<file path="src/rtl/spi_slave_regfile_if.sv">
// SPI pin and host-side signal bundle for spi_slave_regfile.
// The master modport is the SPI master / host; the slave modport is the register file.
interface spi_slave_regfile_if #(
    parameter int DATA_WIDTH = 8,
    parameter int ADDR_WIDTH = 4
);
    logic                  SCK;
    logic                  SSB;
    logic                  MOSI;
    logic                  MISO;
    logic                  miso_oe;
    logic [ADDR_WIDTH-1:0] host_addr;
    logic [DATA_WIDTH-1:0] host_rdata;
    logic                  wr_strobe;
    logic [ADDR_WIDTH-1:0] wr_addr;
    logic [DATA_WIDTH-1:0] wr_data;
    logic                  frame_abort;

    modport master (
        output SCK, SSB, MOSI, host_addr,
        input  MISO, miso_oe, host_rdata, wr_strobe, wr_addr, wr_data, frame_abort
    );

    modport slave (
        input  SCK, SSB, MOSI, host_addr,
        output MISO, miso_oe, host_rdata, wr_strobe, wr_addr, wr_data, frame_abort
    );
endinterface

</file>
<file path="src/rtl/spi_slave_regfile.sv">
// SPI mode-0 slave: command byte + data byte(s) mapped onto a register file.
// Define SPI_SLAVE_AUTOINC_EN to continue bursts at incrementing addresses.
module spi_slave_regfile #(
    parameter int DATA_WIDTH = 8,
    parameter int ADDR_WIDTH = 4
) (
    input logic               clk,
    input logic               reset,
    spi_slave_regfile_if.slave bus
);
    localparam int CNT_W = (DATA_WIDTH > 8) ? $clog2(DATA_WIDTH) : 3;
    localparam int RX_W  = (DATA_WIDTH > 8) ? DATA_WIDTH : 8;
    localparam int NREG  = 1 << ADDR_WIDTH;

    typedef enum logic [1:0] {IDLE, CMD, DATA, IGNORE} state_t;

    state_t                state, state_nxt;
    logic [2:0]            sck_s, ssb_s;
    logic [1:0]            mosi_s;
    logic                  armed;
    logic [CNT_W-1:0]      bit_cnt;
    logic [RX_W-2:0]       rx_shift;
    logic [RX_W-1:0]       rx_next;
    logic                  rw;
    logic [ADDR_WIDTH-1:0] addr, tx_addr;
    logic [DATA_WIDTH-1:0] tx_shift;
    logic [DATA_WIDTH-1:0] regs [NREG];
    logic                  wr_strobe_r, frame_abort_r;
    logic [ADDR_WIDTH-1:0] wr_addr_r;
    logic [DATA_WIDTH-1:0] wr_data_r;

    logic sck_rise, sck_fall, ssb_rise, ssb_fall, bit_rise, bit_fall;
    logic byte_last, byte_done, do_write, load_tx, abort;

    // Synchronizers run freely so reset cannot fabricate an SSB edge.
    always_ff @(posedge clk) begin
        sck_s  <= {sck_s[1:0], bus.SCK};
        ssb_s  <= {ssb_s[1:0], bus.SSB};
        mosi_s <= {mosi_s[0], bus.MOSI};
    end

    assign sck_rise = sck_s[1] & ~sck_s[2];
    assign sck_fall = ~sck_s[1] & sck_s[2];
    assign ssb_rise = ssb_s[1] & ~ssb_s[2];
    assign ssb_fall = ~ssb_s[1] & ssb_s[2];
    assign bit_rise = sck_rise & ~ssb_rise;
    assign bit_fall = sck_fall & ~ssb_rise;
    assign rx_next  = {rx_shift, mosi_s[1]};

    // A frame may only start after SSB has been seen high since reset.
    always_ff @(posedge clk) begin
        if (reset)
            armed <= 1'b0;
        else if (ssb_s[1])
            armed <= 1'b1;
    end

    always_ff @(posedge clk) begin
        if (reset)
            state <= IDLE;
        else
            state <= state_nxt;
    end

    always_comb begin
        state_nxt = state;
        do_write  = 1'b0;
        load_tx   = 1'b0;
        byte_last = (state == CMD) ? (bit_cnt == CNT_W'(7))
                                   : (bit_cnt == CNT_W'(DATA_WIDTH - 1));
        byte_done = bit_rise & byte_last & (state != IDLE);
        abort     = (state != IDLE) && ssb_rise && (bit_cnt != '0);
        case (state)
            IDLE: if (ssb_fall && armed) state_nxt = CMD;
            CMD: begin
                if (ssb_rise)
                    state_nxt = IDLE;
                else if (byte_done) begin
                    state_nxt = DATA;
                    load_tx   = rx_next[7];
                end
            end
            DATA: begin
                if (ssb_rise)
                    state_nxt = IDLE;
                else if (byte_done) begin
                    do_write = ~rw;
`ifdef SPI_SLAVE_AUTOINC_EN
                    load_tx  = rw;
`else
                    state_nxt = IGNORE;
`endif
                end
            end
            IGNORE: if (ssb_rise) state_nxt = IDLE;
            default: state_nxt = IDLE;
        endcase
    end

    assign tx_addr = (state == CMD) ? rx_next[ADDR_WIDTH-1:0] : addr + ADDR_WIDTH'(1);

    always_ff @(posedge clk) begin
        if (reset) begin
            bit_cnt       <= '0;
            rx_shift      <= '0;
            rw            <= 1'b0;
            addr          <= '0;
            tx_shift      <= '0;
            regs          <= '{default: '0};
            wr_strobe_r   <= 1'b0;
            wr_addr_r     <= '0;
            wr_data_r     <= '0;
            frame_abort_r <= 1'b0;
        end else begin
            wr_strobe_r   <= do_write;
            frame_abort_r <= abort;
            if (state == IDLE || ssb_rise)
                bit_cnt <= '0;
            else if (bit_rise) begin
                rx_shift <= rx_next[RX_W-2:0];
                bit_cnt  <= byte_last ? '0 : bit_cnt + CNT_W'(1);
            end
            if (state == CMD && byte_done) begin
                rw   <= rx_next[7];
                addr <= rx_next[ADDR_WIDTH-1:0];
            end
`ifdef SPI_SLAVE_AUTOINC_EN
            if (state == DATA && byte_done)
                addr <= addr + ADDR_WIDTH'(1);
`endif
            if (do_write) begin
                regs[addr] <= rx_next[DATA_WIDTH-1:0];
                wr_addr_r  <= addr;
                wr_data_r  <= rx_next[DATA_WIDTH-1:0];
            end
            // The fall right after a load (bit_cnt == 0) must keep the MSB on the line.
            if (load_tx)
                tx_shift <= regs[tx_addr];
            else if (state == DATA && rw && bit_fall && bit_cnt != '0)
                tx_shift <= {tx_shift[DATA_WIDTH-2:0], 1'b0};
        end
    end

    assign bus.MISO        = (state == DATA) && rw && tx_shift[DATA_WIDTH-1];
    assign bus.miso_oe     = armed & ~ssb_s[1];
    assign bus.host_rdata  = regs[bus.host_addr];
    assign bus.wr_strobe   = wr_strobe_r;
    assign bus.wr_addr     = wr_addr_r;
    assign bus.wr_data     = wr_data_r;
    assign bus.frame_abort = frame_abort_r;
endmodule

</file>
<file path="src/flat_wrapper.sv">
// flat-port wrapper written by rule: the top's interface ports become plain ports
module spi_slave_regfile_flat 
#(
    parameter int DATA_WIDTH = 8,
    parameter int ADDR_WIDTH = 4
)
  (clk, reset, bus_SCK, bus_SSB, bus_MOSI, bus_host_addr, bus_MISO, bus_miso_oe, bus_host_rdata, bus_wr_strobe, bus_wr_addr, bus_wr_data, bus_frame_abort);
  spi_slave_regfile_if #(.DATA_WIDTH(DATA_WIDTH), .ADDR_WIDTH(ADDR_WIDTH)) bus_i ();
  input logic clk;
  input logic reset;
  input wire logic [$bits(bus_i.SCK)-1:0] bus_SCK;
  input wire logic [$bits(bus_i.SSB)-1:0] bus_SSB;
  input wire logic [$bits(bus_i.MOSI)-1:0] bus_MOSI;
  input wire logic [$bits(bus_i.host_addr)-1:0] bus_host_addr;
  output wire logic [$bits(bus_i.MISO)-1:0] bus_MISO;
  output wire logic [$bits(bus_i.miso_oe)-1:0] bus_miso_oe;
  output wire logic [$bits(bus_i.host_rdata)-1:0] bus_host_rdata;
  output wire logic [$bits(bus_i.wr_strobe)-1:0] bus_wr_strobe;
  output wire logic [$bits(bus_i.wr_addr)-1:0] bus_wr_addr;
  output wire logic [$bits(bus_i.wr_data)-1:0] bus_wr_data;
  output wire logic [$bits(bus_i.frame_abort)-1:0] bus_frame_abort;
  assign bus_i.SCK = bus_SCK;
  assign bus_i.SSB = bus_SSB;
  assign bus_i.MOSI = bus_MOSI;
  assign bus_i.host_addr = bus_host_addr;
  assign bus_MISO = bus_i.MISO;
  assign bus_miso_oe = bus_i.miso_oe;
  assign bus_host_rdata = bus_i.host_rdata;
  assign bus_wr_strobe = bus_i.wr_strobe;
  assign bus_wr_addr = bus_i.wr_addr;
  assign bus_wr_data = bus_i.wr_data;
  assign bus_frame_abort = bus_i.frame_abort;
  spi_slave_regfile #(.DATA_WIDTH(DATA_WIDTH), .ADDR_WIDTH(ADDR_WIDTH)) u_core (.clk(clk), .reset(reset), .bus(bus_i));
endmodule
</file>
<file path="config.mk">
export PLATFORM = sky130hd
export DESIGN_NAME = spi_slave_regfile_flat
export DESIGN_NICKNAME = d
export VERILOG_FILES = /design/src/rtl/spi_slave_regfile_if.sv /design/src/rtl/spi_slave_regfile.sv /design/src/flat_wrapper.sv
export SDC_FILE = /design/constraint.sdc
export NUM_CORES = 1
export LEC_CHECK = 0
export CORE_ASPECT_RATIO = 0.5
export CORE_MARGIN = 1
export CORE_UTILIZATION = 45
export DETAILED_ROUTE_END_ITERATION = 8
export PLACE_DENSITY = 0.62
export SLEW_MARGIN = 10
export SYNTH_ARGS = -nofsm -noshare
export SYNTH_HDL_FRONTEND = slang
export SYNTH_SLANG_ARGS = --single-unit
</file>
<file path="constraint.sdc">
create_clock -name clk -period 5.7 [get_ports clk]
set_input_delay 0.855 -clock clk [delete_from_list [all_inputs] [get_ports clk]]
set_output_delay 0.855 -clock clk [all_outputs]
set_load 0.005 [all_outputs]
</file>
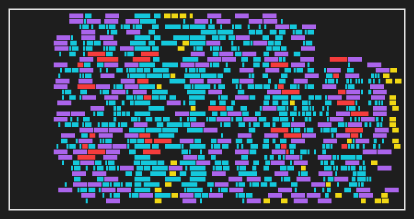
placement_by_type.png
Scale: 2 px per um.
colour	class	cells	share of their area
red	clock drivers and dummy loads	32	6.5%
cyan	combinational and other logic	546	51%
purple	sequential cells	176	38%
yellow	remaining buffers and delay cells	39	4.0%

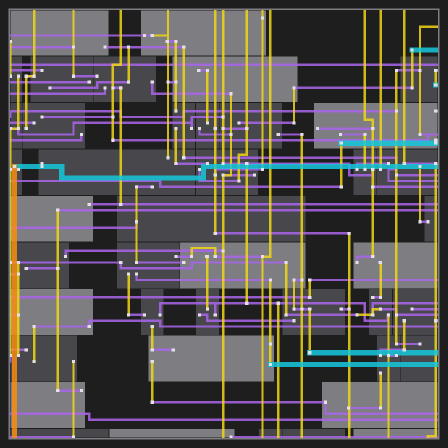
detail.png
Window x 37 to 62, y 62 to 87 um. Cells in grey, sequential cells in the stronger grey; small squares are vias.
colour	layer
orange	metal 4
purple	metal 1
yellow	metal 2
cyan	metal 3
netlist names of flops here include	u_core.regs (11)
sequential cells in the window	11
most frequent	mux2i_1 (11), dfxtp_1 (11), nor2_1 (10)
cells with their middle in the window	34

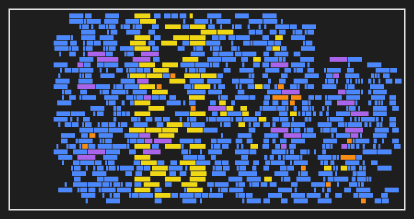
sizes.png
Scale: 2 px per um.
colour	size	cells	share	most used
yellow	_2 cells	71	9.0%	mux4_2
orange	_3 and _4 cells	14	1.8%	buf_4
purple	_6 and larger	28	3.5%	clkbuf_16
blue	_0 and _1 cells	680	86%	mux2i_1

-- logic make-up after synthesis --
kind of cell / Yosys count / share of synthesized area, %
adder cells (fa/ha/maj): 7 / 1.02
buffers and inverters: 70 / 3.71
XOR/XNOR: 3 / 0.307
multiplexers: 253 / 38.2
flip-flops: 176 / 41.2
AND/OR/NAND/NOR: 223 / 11.3
AND-OR/OR-AND: 54 / 4.24
-- critical path, stage by stage --
cell and delay [ns]:
buf_2 0.77, mux4_2 0.61, mux4_2 0.48, clkdlybuf4s50_1 0.48
-- registers in the layout (all words and copies together) (netlist names) --
| register | cells |
|---|---|
| u_core.bus.wr_addr | 4 |
| u_core.rx_shift | 7 |
| u_core.mosi_s | 2 |
| u_core.bus.wr_data | 8 |
| u_core.sck_s | 3 |
| u_core.bit_cnt | 3 |
| u_core.bus.wr_strobe | 1 |
| u_core.bus.frame_abort | 1 |
| u_core.regs | 128 |
| u_core.addr | 4 |
| u_core.ssb_s | 3 |
| u_core.armed | 1 |
| u_core.rw | 1 |
| u_core.state | 2 |
| u_core.tx_shift | 8 |
-- layout make-up --
cell class	instances	area, um^2	share of cell area, %
Tap cell	259	324	3.39
Inverter	6	22.5	0.236
Sequential cell	176	3520	36.9
Clock buffer	18	429	4.49
Timing Repair Buffer	39	365	3.82
Multi-Input combinational cell	540	4720	49.4
Clock inverter	14	169	1.77
-- cells in the mapped netlist (all sizes together) (2+ instances only) --
cell / count
ha: 7
nand4: 4
nand2b: 3
nor2b: 7
o21ai: 2
nand3: 14
nor3: 3
mux4: 56
xor2: 2
mux2: 9
o2bb2ai: 5
a22o: 6
dfxtp: 176
a21oi: 26
clkbuf: 45
nor2: 153
buf: 19
inv: 6
o31a: 6
nor4: 2
nand2: 31
mux2i: 188
==> run summary <==
yosys + openroad results -> final hold viol count=0, Final Cycle Share=71.6%, RePlAce Congestion=0.836, cell area after synthesis=8550 um^2, # nets final=796, commonest non-fill, non-tap cell in the layout=mux2i_1, Placed Cells=1020, Sw Pwr=607 uW, most frequent cells in the layout=mux2i_1, dfxtp_1, nor2_1, r2r endpoint=u_core.tx_shift[5], GRT Max-Usage Layer=met1, CTS Sinks=176, WL met2=8690 um, max_slew headroom=20.5%, Worst Setup End Kind=output port, Power Combinational=66.5 uW, antenna violations before repair=0, Die W=197 um, cell type with the largest total area=dfxtp_1, reg-to-reg slack, setup=2.59 ns, Mean Syn Cell Area=10.9 um^2, routed vias=6099, maximum root-to-sink buffer count=2, WL/cell=20.4 um, gr usage total=22.9%, DR pass1 iterations=5, post-route insts no fill=1052, Setup WS pre-CTS=1.58 ns, die area=19600 um^2, CP startpoint=bus_host_addr[0], clk pwr=1190 uW, Period minus WS final=4.08 ns, largest net degree at the start of global routing=114, Worst-Margin Slew=1.19 ns, seq pwr=1240 uW, Leak=0.00449 uW, Synthesis Warnings=0, DRC Markers=0, share of post-route cells with drive strength above 1=14.2%, highest metal used=met4, Global Route met3 Usage=5.60%, Crit Path Category=in -> out, power share of the clock group=47.7%, number of enable flip-flop cells=0, Log Warnings=32, Synth cell types=47, CTS resizes=0, Starting DRT DRC Count=511, antenna cells=0, vias in the first global route=5562, Sw Share=24.3%, crit path capture=bus_host_rdata[5], TritonCTS buffer count=17, post-synth top area share=41.2%, met1 usage in global routing=36.5%, Clock Skew=0.0130 ns, Fmax=245 MHz, Setup crit start kind=input port, H-Tree Depth=4, hold buffers post-CTS=0, FFs w/ async S/R, synth=0%, endpoints failing setup=0, Max power group=registers, Antenna Violating Nets Remaining=0, DP Area=8950 um^2, WP data required=4.85 ns, outcome=completed, met3 WL=1630 um, Vias/cell=5.80, PortBufs=32, Worst-path clk slew=0.08 ns, crit path DAT=3.22 ns, filler instances=1634, reg2reg start=u_core.addr[1]
No activity file was given, so power comes from the tool's default toggle rates.
